--- config.mk ---
export PLATFORM = sky130hd
export DESIGN_NAME = unsigned_16by8_div_seq
export DESIGN_NICKNAME = d
export VERILOG_FILES = /design/src/rtl/unsigned_16by8_div_seq.sv
export SDC_FILE = /design/constraint.sdc
export NUM_CORES = 1
export LEC_CHECK = 0
export ABC_AREA = 1
export CAP_MARGIN = 10
export CORE_MARGIN = 5
export CORE_UTILIZATION = 33
export DETAILED_ROUTE_END_ITERATION = 10
export PLACE_DENSITY = 0.53
export SYNTH_ARGS = -nofsm -noshare
export SYNTH_HDL_FRONTEND = slang
export SYNTH_SLANG_ARGS = --single-unit
--- constraint.sdc ---
create_clock -name clk -period 3.3 [get_ports clk]
set_clock_uncertainty 0.05 [all_clocks]
set_input_delay 0.66 -clock clk [delete_from_list [all_inputs] [get_ports clk]]
set_output_delay 0.66 -clock clk [all_outputs]
set_load 0.01 [all_outputs]
--- src/rtl/unsigned_16by8_div_seq.sv ---
// Sequential unsigned 16/8 restoring divider with one quotient bit per clock and valid/ready on both sides.
// Build macro APPROX_DIV_EN: run 14 iterations over dividend[15:2] and force the two quotient LSBs to zero.
module unsigned_16by8_div_seq (
  input  logic        clk,
  input  logic        rst_n,
  input  logic        in_valid,
  output logic        in_ready,
  input  logic [15:0] dividend,
  input  logic [7:0]  divisor,
  output logic        out_valid,
  input  logic        out_ready,
  output logic [15:0] quotient,
  output logic [7:0]  remainder,
  output logic        div_by_zero
);

`ifdef APPROX_DIV_EN
  localparam int ITERS = 14;
`else
  localparam int ITERS = 16;
`endif
  localparam logic [3:0] LAST_COUNT = 4'(ITERS - 1);

  typedef enum logic [1:0] {
    IDLE = 2'd0,
    BUSY = 2'd1,
    DONE = 2'd2
  } state_t;

  state_t      state_reg, state_next;
  logic [3:0]  count_reg, count_next;
  logic [7:0]  rem_reg, rem_next;
  logic [15:0] work_reg, work_next;
  logic [7:0]  divisor_reg, divisor_next;
  logic [15:0] quotient_reg, quotient_next;
  logic [7:0]  remainder_reg, remainder_next;
  logic        dbz_reg, dbz_next;

  logic [8:0]  trial;
  logic        trial_ge;
  logic [7:0]  rem_step;
  logic [15:0] work_step;
  logic [15:0] quotient_final;

  // work_reg shifts dividend bits out of the top while quotient bits enter at the bottom.
  // The 9-bit trial value keeps the compare exact; a restored remainder is always below the divisor.
  always_comb begin
    trial     = {rem_reg, work_reg[15]};
    trial_ge  = (trial >= {1'b0, divisor_reg});
    rem_step  = trial_ge ? 8'(trial - {1'b0, divisor_reg}) : trial[7:0];
    work_step = {work_reg[14:0], trial_ge};
  end

`ifdef APPROX_DIV_EN
  assign quotient_final = {work_step[13:0], 2'b00};
`else
  assign quotient_final = work_step;
`endif

  always_comb begin
    state_next     = state_reg;
    count_next     = count_reg;
    rem_next       = rem_reg;
    work_next      = work_reg;
    divisor_next   = divisor_reg;
    quotient_next  = quotient_reg;
    remainder_next = remainder_reg;
    dbz_next       = dbz_reg;

    case (state_reg)
      IDLE: begin
        if (in_valid) begin
          if (divisor == 8'd0) begin
            state_next     = DONE;
            quotient_next  = 16'hFFFF;
            remainder_next = dividend[7:0];
            dbz_next       = 1'b1;
          end else begin
            state_next   = BUSY;
            count_next   = LAST_COUNT;
            rem_next     = 8'd0;
            work_next    = dividend;
            divisor_next = divisor;
          end
        end
      end
      BUSY: begin
        rem_next   = rem_step;
        work_next  = work_step;
        count_next = count_reg - 4'd1;
        if (count_reg == 4'd0) begin
          state_next     = DONE;
          quotient_next  = quotient_final;
          remainder_next = rem_step;
          dbz_next       = 1'b0;
        end
      end
      DONE: begin
        if (out_ready) begin
          state_next = IDLE;
        end
      end
      default: begin
        state_next = IDLE;
      end
    endcase
  end

  always_ff @(posedge clk) begin
    if (!rst_n) begin
      state_reg     <= IDLE;
      count_reg     <= 4'd0;
      rem_reg       <= 8'd0;
      work_reg      <= 16'd0;
      divisor_reg   <= 8'd0;
      quotient_reg  <= 16'd0;
      remainder_reg <= 8'd0;
      dbz_reg       <= 1'b0;
    end else begin
      state_reg     <= state_next;
      count_reg     <= count_next;
      rem_reg       <= rem_next;
      work_reg      <= work_next;
      divisor_reg   <= divisor_next;
      quotient_reg  <= quotient_next;
      remainder_reg <= remainder_next;
      dbz_reg       <= dbz_next;
    end
  end

  assign in_ready    = (state_reg == IDLE);
  assign out_valid   = (state_reg == DONE);
  assign quotient    = quotient_reg;
  assign remainder   = remainder_reg;
  assign div_by_zero = dbz_reg;

endmodule
==> impl_metrics.toml, run 1 <==
# yosys + openroad results
[outcome]
run_status = "complete, no violations"

[floorplanning]
floorplan.die.height_um = 110
fp-row-count = 36
number_of_well_taps = 133
boundaryPins = 55
initial_core_util_pct = 33.7
die_width_um = 110
chipArea_um2 = 12000

[worst_setup_path]
crit_arrival_ns = 1.42
worst_setup_path_start_kind = "register"
cp_data_required_time_ns = 2.59
timing.setup.critical_path_class = "register to output port"
critical-path-max-stage-delay_ns = 0.53
critical_path.top_delay_family = "buffers and inverters"
worst-r2r-setup-slack_ns = 1.34
crit_slowest_cell = "clkdlybuf4s50_1"
worstPathBufferInverterCount = 3
kind_of_capture_point_of_the_worst_setup_path = "output port"
worst-path-max-fanout = 4
crit_path_cell_trace = "inv_1, nand2_2, inv_2, clkdlybuf4s50_1"

[clock_tree]
clock_sinks = 63
cts_resized = 0
cts_root_buffer = "clkbuf_8"
clock_tree.htree_level_count = 3
tritoncts = "done"
cts_buffer_depth = 2
worstSkewPairLatency_ns = 0.33
cts_inserted_buffers = 9
cts_setup_buffers = 0
holdBufCountCts = 0

[layout]
area.share.combinational_pct = 40.8
logic_gate_count = 314
clkCellAreaFrac_pct = 4.83
logic_area_um2 = 1670
layout.nonclk_buf_share_pct = 14.1
fin_nets = 540
final_util_pct = 42.0
filler_cell_count = 1056
ff_count = 63
seqAreaFraction_pct = 30.8
layout_top_cell_excl_fill_tap = "nand2_1"
layout.area.seq_um2 = 1260
syn2layout_area_growth_pct = 24.9
drive_above_1_share_pct = 9.49
lay_top_cells = "nand2_1 (92), dfxtp_1 (63), nor2_1 (54), clkdlybuf4s50_1 (54), inv_1 (50)"
final.signal_buffer_count = 57
non_clock_inverter_count = 57
n_antenna_cell = 0
biggestCellCategory = "multi-input combinational cells"
clock_buffers = 12

[placement]
detailed_place_hpwl_mm = 6.12
io_buffers = 54
routability_cong = 0.802

[global_route]
first_pass_grt_wire_length_mm = 13.7
initial_antenna_violation_count = 0
grt_pass1_vias = 2884
maximum_number_of_pins_on_one_net_before_global_route_repair = 40
use_met3_pct = 3.52
grt_overflow_total = 0
global_route.usage.met1_pct = 18.8
global_route.usage.total_pct = 14.7

[route]
drtPass1Iterations = 4
met2RoutedLength_mm = 3.88
drt-vias-per-instance = 4.72
wl_mm = 8.30
violation_count_after_the_first_detailed_routing_iteration = 146
via_total_after_detailed_routing = 3014
route.detailed.drc = 0
detail_route.wirelength.met1_mm = 3.86
dr_wl_met3_um = 381
route.top_layer_used = "met4"

[final_timing]
fmaxAchievable_ghz = 0.470
period_used_pct = 64.4
timing_max_transition_violations_final = 0
setup_viol = 0
holdWs_ns = 0.426
maxSlewHeadroom_pct = 62.8
hold_violation_count_in_the_final_report = 0
rsz0062_at_grt = "no"
fin_setup_tns_ns = 0
worst_pin_slew_ns = 0.557
final_period_minus_worst_setup_slack_ns = 2.13

[logic_synthesis]
synth.net_count = 494
number_of_cells_in_yosys_stat = 456
enable_flop_cells = 0
top_area_share_pct = 38.5
ys_types = 31
yosysWarningCount = 0
area_leaders = "dfxtp_1 (39%), nand2_1 (11%), nor2_1 (6.2%), inv_1 (5.7%), nand3_1 (4.6%)"
synth.ff_latch_count = 63
synth-async-reset-ratio_pct = 0
netlist_area_um2 = 3280
synth_top_cell_by_area = "dfxtp_1"
synth-seq-area-share_pct = 38.5
ys_area_um2 = 3280
netlist_instances = 456
post_synth.cell_area_avg_um2 = 7.18
dominantRegCellSynth = "dfxtp_1"

[flow_run]
stage_log_warnings = 26
timing.max_cap.violations = 0

[worst_hold_path]
hp-class = "register to register"

[power_and_ir_drop]
vdd_ir_drop_max_mv = 0.199
-- run 1: logic make-up after synthesis --
family | synth area share (%)
buffers and inverters | 10.6
AND-OR/OR-AND | 15.2
XOR/XNOR | 0.802
flip-flops | 38.5
adder cells (fa/ha/maj) | 4.05
AND/OR/NAND/NOR | 30.9
-- run 1: cell usage after synthesis (3+ instances only) --
cell type / count
a21oi_1: 23
a21oi_2: 5
a31oi_1: 9
buf_2: 10
buf_6: 3
clkbuf_1: 7
dfxtp_1: 63
ha_1: 9
inv_1: 50
inv_2: 6
nand2_1: 92
nand2_4: 4
nand3_1: 30
nand3_2: 9
nand4_1: 10
nor2_1: 54
nor3_1: 13
o211a_1: 7
o21ai_0: 11
o21ai_1: 27
-- run 1: tightest hold or removal path: stages, from the launching register on --
cell and delay (ns):
dfxtp_1 0.30, inv_1 0.07, a21oi_1 0.06
-- run 1: final timing paths --
path | cells past startpoint | from | to
worst min-delay path | 2 | divisor_reg[2] | divisor_reg[2]
worst max register to register | 10 | divisor_reg[6] | remainder[1]
worst min register to register | 2 | divisor_reg[2] | divisor_reg[2]
worst max-delay path | 4 | state_reg[0] | in_ready
-- run 1: stage by stage --
step	worst slack (ns)	instance area (µm²)	total power [mW]	std cells
4_1_cts	1.14	4090	2.40	639
3_5_place_dp	0.808	3890	1.71	624
6_report	1.17	4090	2.37	639
5_1_grt	1.04	4090	2.54	639
2_1_floorplan	1.58	3280	1.47	456
3_3_place_gp	0.787	3890	1.70	624
-- run 1: power by group --
group	switching (mW)	internal [mW]	leakage [nW]	total, mW
Sequential	0.0547	0.853	0.519	0.908
Combinational	0.482	0.297	1.26	0.780
Clock	0.296	0.385	0.0985	0.681
Total	0.833	1.54	1.87	2.37
### Register map, names as in the netlist, run 1

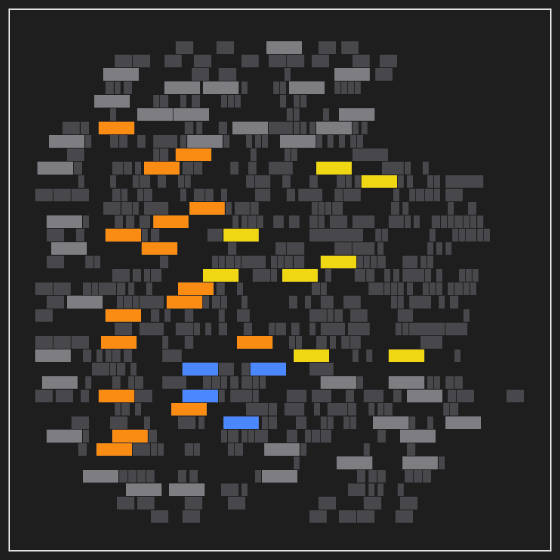
color	netlist name	placed flops
yellow	rem_reg	8
blue	count_reg	4
orange	work_reg	16

### Cells by drive strength, run 1

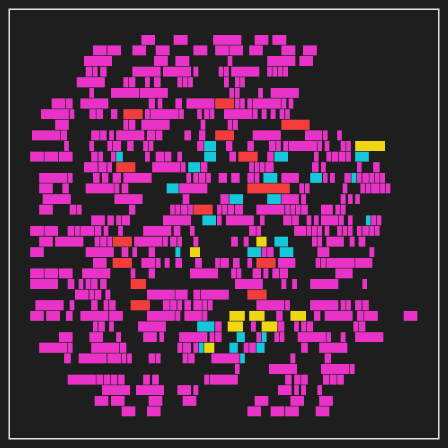
color	size	cells	share
cyan	_2 cells	25	4.9%
yellow	_3 and _4 cells	9	1.8%
magenta	_0 and _1 cells	458	91%
red	_6 and larger	14	2.8%

### Routing congestion, run 1

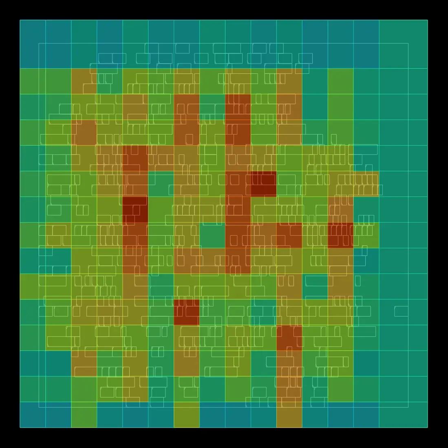
busiest layer in global routing: met2
global-route track usage on met2: 23.4%

### Cell classes on the final placement, run 1

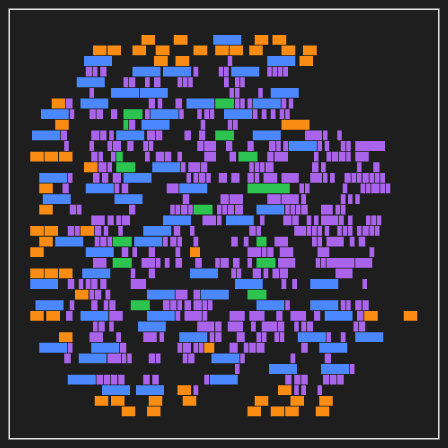

==> run 1 -> run 2 <==
--- a/config.mk
+++ b/config.mk
@@ -10,7 +10,7 @@
 export CORE_MARGIN = 5
 export CORE_UTILIZATION = 33
 export DETAILED_ROUTE_END_ITERATION = 10
-export PLACE_DENSITY = 0.53
+export PLACE_DENSITY = 0.55
 export SYNTH_ARGS = -nofsm -noshare
 export SYNTH_HDL_FRONTEND = slang
 export SYNTH_SLANG_ARGS = --single-unit
==> constraint.sdc (replaced) <==
create_clock -name clk -period 1.9 [get_ports clk]
set_clock_uncertainty 0.05 [all_clocks]
set_input_delay 0.38 -clock clk [delete_from_list [all_inputs] [get_ports clk]]
set_output_delay 0.38 -clock clk [all_outputs]
set_load 0.01 [all_outputs]
### Cell classes on the final placement, run 2

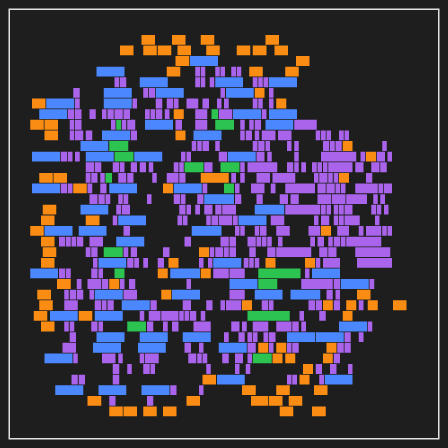
color	class	cells	share of their area
orange	remaining buffers and delay cells	85	18%
blue	sequential cells	63	29%
purple	combinational and other logic	372	48%
green	clock drivers and dummy loads	16	4.9%

==> run 2 against run 1 <==
Clock power up 86%. Register-to-register slack worse by 1.2 ns. Power up 92%. Combinational power up 120%. Final cell count up 4.7%. First-iteration DRC count up 28%. Utilization up 4.4 points. Cell area up 10%. Die area unchanged. Clock-buffer cell count down 2. Critical endpoint is now out_valid.
==> impl_metrics.toml, run 2 <==
# yosys + openroad results
[clock_tree]
cts_inserted_buffers = 9
tritoncts = "done"
worstSkewPairLatency_ns = 0.33
clock_sinks = 63
cts_root_buffer = "clkbuf_8"
cts_buffer_depth = 2

[final_timing]
rsz0062_at_grt = "yes"
final_period_minus_worst_setup_slack_ns = 1.82
setup_viol = 0
hold_violation_count_in_the_final_report = 0
worst_pin_slew_ns = 0.559

[placement]
routability_cong = 0.833
placed_cells = 650

[route]
route.detailed.drc = 0
drtPass1Iterations = 4
violation_count_after_the_first_detailed_routing_iteration = 187
drt-vias-per-instance = 4.79
wl_mm = 9.09

[floorplanning]
number_of_well_taps = 133
die_width_um = 110

[layout]
filler_cell_count = 1002
layout_top_cell_excl_fill_tap = "nand2_1"
syn2layout_area_growth_pct = 37.9
non_clock_inverter_count = 57
seqAreaFraction_pct = 28.1
final.signal_buffer_count = 85
clkCellAreaFrac_pct = 4.71
fin_nets = 569
clock_buffers = 10
n_antenna_cell = 0
lay_top_cells = "nand2_1 (84), dfxtp_1 (58), clkdlybuf4s50_1 (53), nor2_1 (49), inv_1 (48)"
ff_count = 63
drive_above_1_share_pct = 20.7

[logic_synthesis]
synth-seq-area-share_pct = 38.5
area_leaders = "dfxtp_1 (39%), nand2_1 (11%), nor2_1 (6.2%), inv_1 (5.7%), nand3_1 (4.6%)"
ys_area_um2 = 3280
enable_flop_cells = 0
dominantRegCellSynth = "dfxtp_1"
synth-async-reset-ratio_pct = 0
most_frequently_used_cell_type_in_the_post_synthesis_netlist = "nand2_1"
post_synth.cell_area_avg_um2 = 7.18
synth.cells.most_frequent = "nand2_1 (92), dfxtp_1 (63), nor2_1 (54)"
synth_top_cell_by_area = "dfxtp_1"

[worst_hold_path]
timing.hold.worst_path_depth = 2
hold_path.startpoint = "div_by_zero"

[worst_setup_path]
critical-path-max-stage-delay_ns = 0.56
worst-r2r-setup-slack_ns = 0.14
critical_path.top_delay_family = "buffers and inverters"
crit_slowest_cell = "clkdlybuf4s50_1"
crit_arrival_ns = 1.39
timing.setup.critical_path_class = "register to output port"

[flow_run]
timing.max_cap.violations = 0

[global_route]
gr-max-usage-layer = "met2"
global_route.usage.met1_pct = 20.4
initial_antenna_violation_count = 0
globalRouteMet2Util_pct = 26.3

[power_and_ir_drop]
power_switching_mw = 1.62
comb-power_mw = 1.69
seq-power_mw = 1.59
vdd_ir_drop_max_mv = 0.581
switch_share_pct = 35.5
p_int_mw = 2.94

[outcome]
run_status = "complete, no violations"
-- run 2: cell count changes in the layout (fill, tap and decap cells not counted), moves of 6 or more --
cell / change
buf_4: +28
ha_1: -7
ha_4: +6
nand2_1: -8
nand2_2: +8
-- run 2: what timing repair did --
action | CTS | global route
buffers inserted | 1 | 1
gates resized | 3 | 40
setup endpoints to repair | 6 | 19
gates cloned | 1 | 0
pin swaps | 2 | 8
-- run 2: worst min-delay path: stages (launching register included) --
cell and delay (ns):
dfxtp_1 0.32, nand2_1 0.07, a21oi_1 0.05
-- run 2: worst max path at each step --
| stage | from | endpoint | slack, ns | cells after the start |
|---|---|---|---|---|
| 3_3_place_gp | divisor[1] | quotient[1] | -0.17 | 11 |
| 3_5_place_dp | divisor[3] | quotient[1] | -0.18 | 11 |
| 4_1_cts | work_reg[15] | rem_reg[4] | -0.001 | 10 |
| 2_1_floorplan | work_reg[15] | rem_reg[6] | 0.23 | 12 |
| 6_report | state_reg[1] | out_valid | 0.08 | 3 |
| 5_1_grt | divisor_reg[4] | rem_reg[0] | 0.007 | 11 |
-- run 2: cells by family after synthesis --
| logic type | count (synthesis) | synth area share, % |
|---|---|---|
| AND/OR/NAND/NOR | 217 | 30.9 |
| AND-OR/OR-AND | 84 | 15.2 |
| buffers and inverters | 79 | 10.6 |
| flip-flops | 63 | 38.5 |
| adder cells (fa/ha/maj) | 10 | 4.05 |
| XOR/XNOR | 3 | 0.802 |
-- run 2: through the flow --
step	cell area [µm²]	utilization [%]	setup slack [ns]
global placement	4090	42.0	-0.166
detailed placement	4090	42.0	-0.183
global route	4520	46.4	0.00728
floorplan	3280	-	0.230
finish	4520	46.4	0.0769
CTS	4330	44.5	-0.00141
### Register map, names as in the netlist, run 2

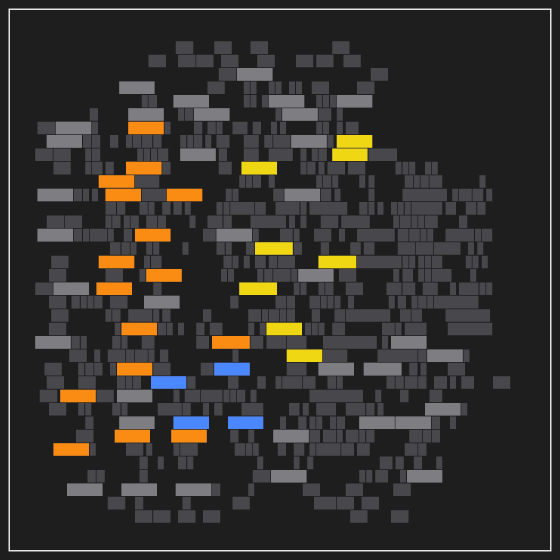

==> run 2 -> run 3 <==
--- a/config.mk
+++ b/config.mk
@@ -10,7 +10,7 @@
 export CORE_MARGIN = 5
 export CORE_UTILIZATION = 33
 export DETAILED_ROUTE_END_ITERATION = 10
-export PLACE_DENSITY = 0.55
+export PLACE_DENSITY = 0.58
 export SYNTH_ARGS = -nofsm -noshare
 export SYNTH_HDL_FRONTEND = slang
 export SYNTH_SLANG_ARGS = --single-unit
### Register map, names as in the netlist, run 3

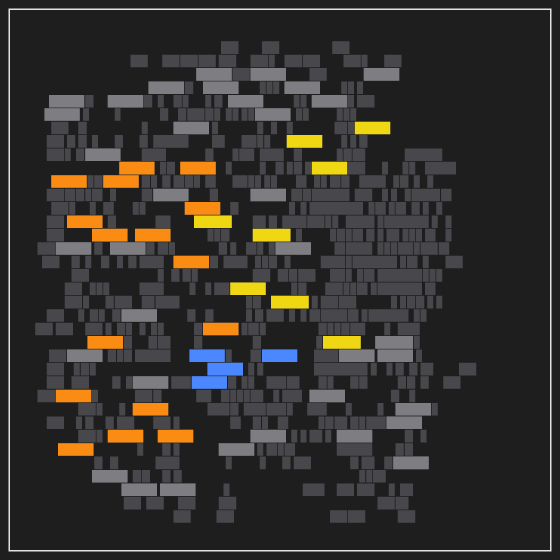
color	netlist name	placed flops
yellow	rem_reg	8
blue	count_reg	4
orange	work_reg	16
not colored	35

==> run 3 against run 2 <==
Utilization is 1.1 points lower. Largest power group unchanged. Wire length down 2.3%. Power fell by 1.1%. Area after synthesis is the same.
==> impl_metrics.toml, run 3 <==
# yosys + openroad results
[logic_synthesis]
number_of_cells_in_yosys_stat = 456
most_frequently_used_cell_type_in_the_post_synthesis_netlist = "nand2_1"
top_area_share_pct = 38.5
synth_top_cell_by_area = "dfxtp_1"
ys_types = 31
enable_flop_cells = 0
ys_area_um2 = 3280
area_leaders = "dfxtp_1 (39%), nand2_1 (11%), nor2_1 (6.2%), inv_1 (5.7%), nand3_1 (4.6%)"
yosysWarningCount = 0
dominantRegCellSynth = "dfxtp_1"
post_synth.cell_area_avg_um2 = 7.18
synth-seq-area-share_pct = 38.5
synth-async-reset-ratio_pct = 0
netlist_area_um2 = 3280

[global_route]
initial_antenna_violation_count = 0
use_met3_pct = 3.52
global_route.usage.total_pct = 15.3
first_pass_grt_wire_length_mm = 14.5
maximum_number_of_pins_on_one_net_before_global_route_repair = 32

[worst_hold_path]
hp-class = "register to register"

[route]
via_total_after_detailed_routing = 3161
violation_count_after_the_first_detailed_routing_iteration = 169
drt-vias-per-instance = 4.82
wl_mm = 8.88
drtPass1Iterations = 4

[final_timing]
hold_violation_count_in_the_final_report = 0
worst_pin_slew_ns = 0.499
postLayoutSetupSlackWorst_ns = 0.0614
setup_viol = 0
fin_setup_tns_ns = 0
period_used_pct = 96.8
final_period_minus_worst_setup_slack_ns = 1.84
fmaxAchievable_ghz = 0.544
holdWs_ns = 0.427

[worst_setup_path]
cp_data_required_time_ns = 2.14
crit_path_cell_trace = "inv_1, ha_2, nand3_1, nor2_2, nand2_2, nand4_4, nand3_2, nand3_2, nand2_1, inv_1"
critical-path-max-stage-delay_ns = 0.41
r2r.worst_path.cells = 10
worst_setup_path_start_kind = "register"

[power_and_ir_drop]
vdd_ir_drop_max_mv = 0.392
finalPower_mw = 4.50

[placement]
placement.cell_area_um2 = 4030
placed_cells = 639
detailed_place_hpwl_mm = 6.27
io_buffers = 54

[clock_tree]
cts_buffer_depth = 2
clock_sinks = 63
clock_tree.htree_level_count = 3
tritoncts = "done"
cts_inserted_buffers = 9

[layout]
lay_top_cells = "nand2_1 (88), dfxtp_1 (58), clkdlybuf4s50_1 (53), inv_1 (50), nor2_1 (49)"
filler_cell_count = 1015
logic_area_um2 = 1820
fin_nets = 557
final_util_pct = 45.3
stdcell_area_um2 = 4410
drive_above_1_share_pct = 17.6

[floorplanning]
initial_core_util_pct = 33.7
die_width_um = 110
boundaryPins = 55

[outcome]
run_status = "complete, no violations"
-- run 3: cell counts after synthesis --
Identical to the previous run, type by type.
-- run 3: timing repair --
item	4_1_cts	5_1_grt
hold endpoints to repair	0	0
hold buffers	0	0
endpoints found under the setup margin	2	19
pin swaps	0	6
buffers inserted	1	0
resized	3	30
gates cloned	1	0
-- run 3: kinds of logic after synthesis --
kind of cell,synth area share [%]
adder cells (fa/ha/maj),4.05
AND/OR/NAND/NOR,30.9
flip-flops,38.5
AND-OR/OR-AND,15.2
XOR/XNOR,0.802
buffers and inverters,10.6
-- run 3: critical path: cells and delay by family (launching register included) --
family	cells	cell delay, ns
buffers and inverters	2	0.11
DFF	1	0.31
adders and majority gates	1	0.41
and+or+nand+nor	7	0.91
-- run 3: how the worst min path moves through the flow --
stage	endpoint	start	slack, ns
finish	divisor_reg[0]	divisor_reg[0]	0.43
global placement	divisor_reg[0]	divisor_reg[0]	0.41
CTS	divisor_reg[0]	divisor_reg[0]	0.43
detailed placement	divisor_reg[0]	divisor_reg[0]	0.42
global route	divisor_reg[0]	divisor_reg[0]	0.46
floorplan	divisor_reg[2]	divisor_reg[2]	0.38
-- run 3: final cells by class --
cell class / count / share of cell area [%]
Multi-Input combinational cell: 315 / 41.2
Sequential cell: 63 / 28.8
Timing Repair Buffer: 73 / 16.4
Clock inverter: 4 / 1.59
Clock buffer: 11 / 3.21
Tap cell: 133 / 3.78
Inverter: 57 / 5.03
-- run 3: where the power goes --
part           total [mW]  switching [mW]  internal, mW
sequential           1.59           0.108          1.48
clock                1.28           0.520         0.764
combinational        1.63           0.966         0.664
total                4.50            1.59          2.91
-- run 3: per-layer routing --
metal  vias up  wire length (µm)
met4         0               187
li1       1625                 -
met3        14               277
met2        63              4270
met1      1459              4140
met5         -                 0
Power is estimated from default activity; no workload was simulated.
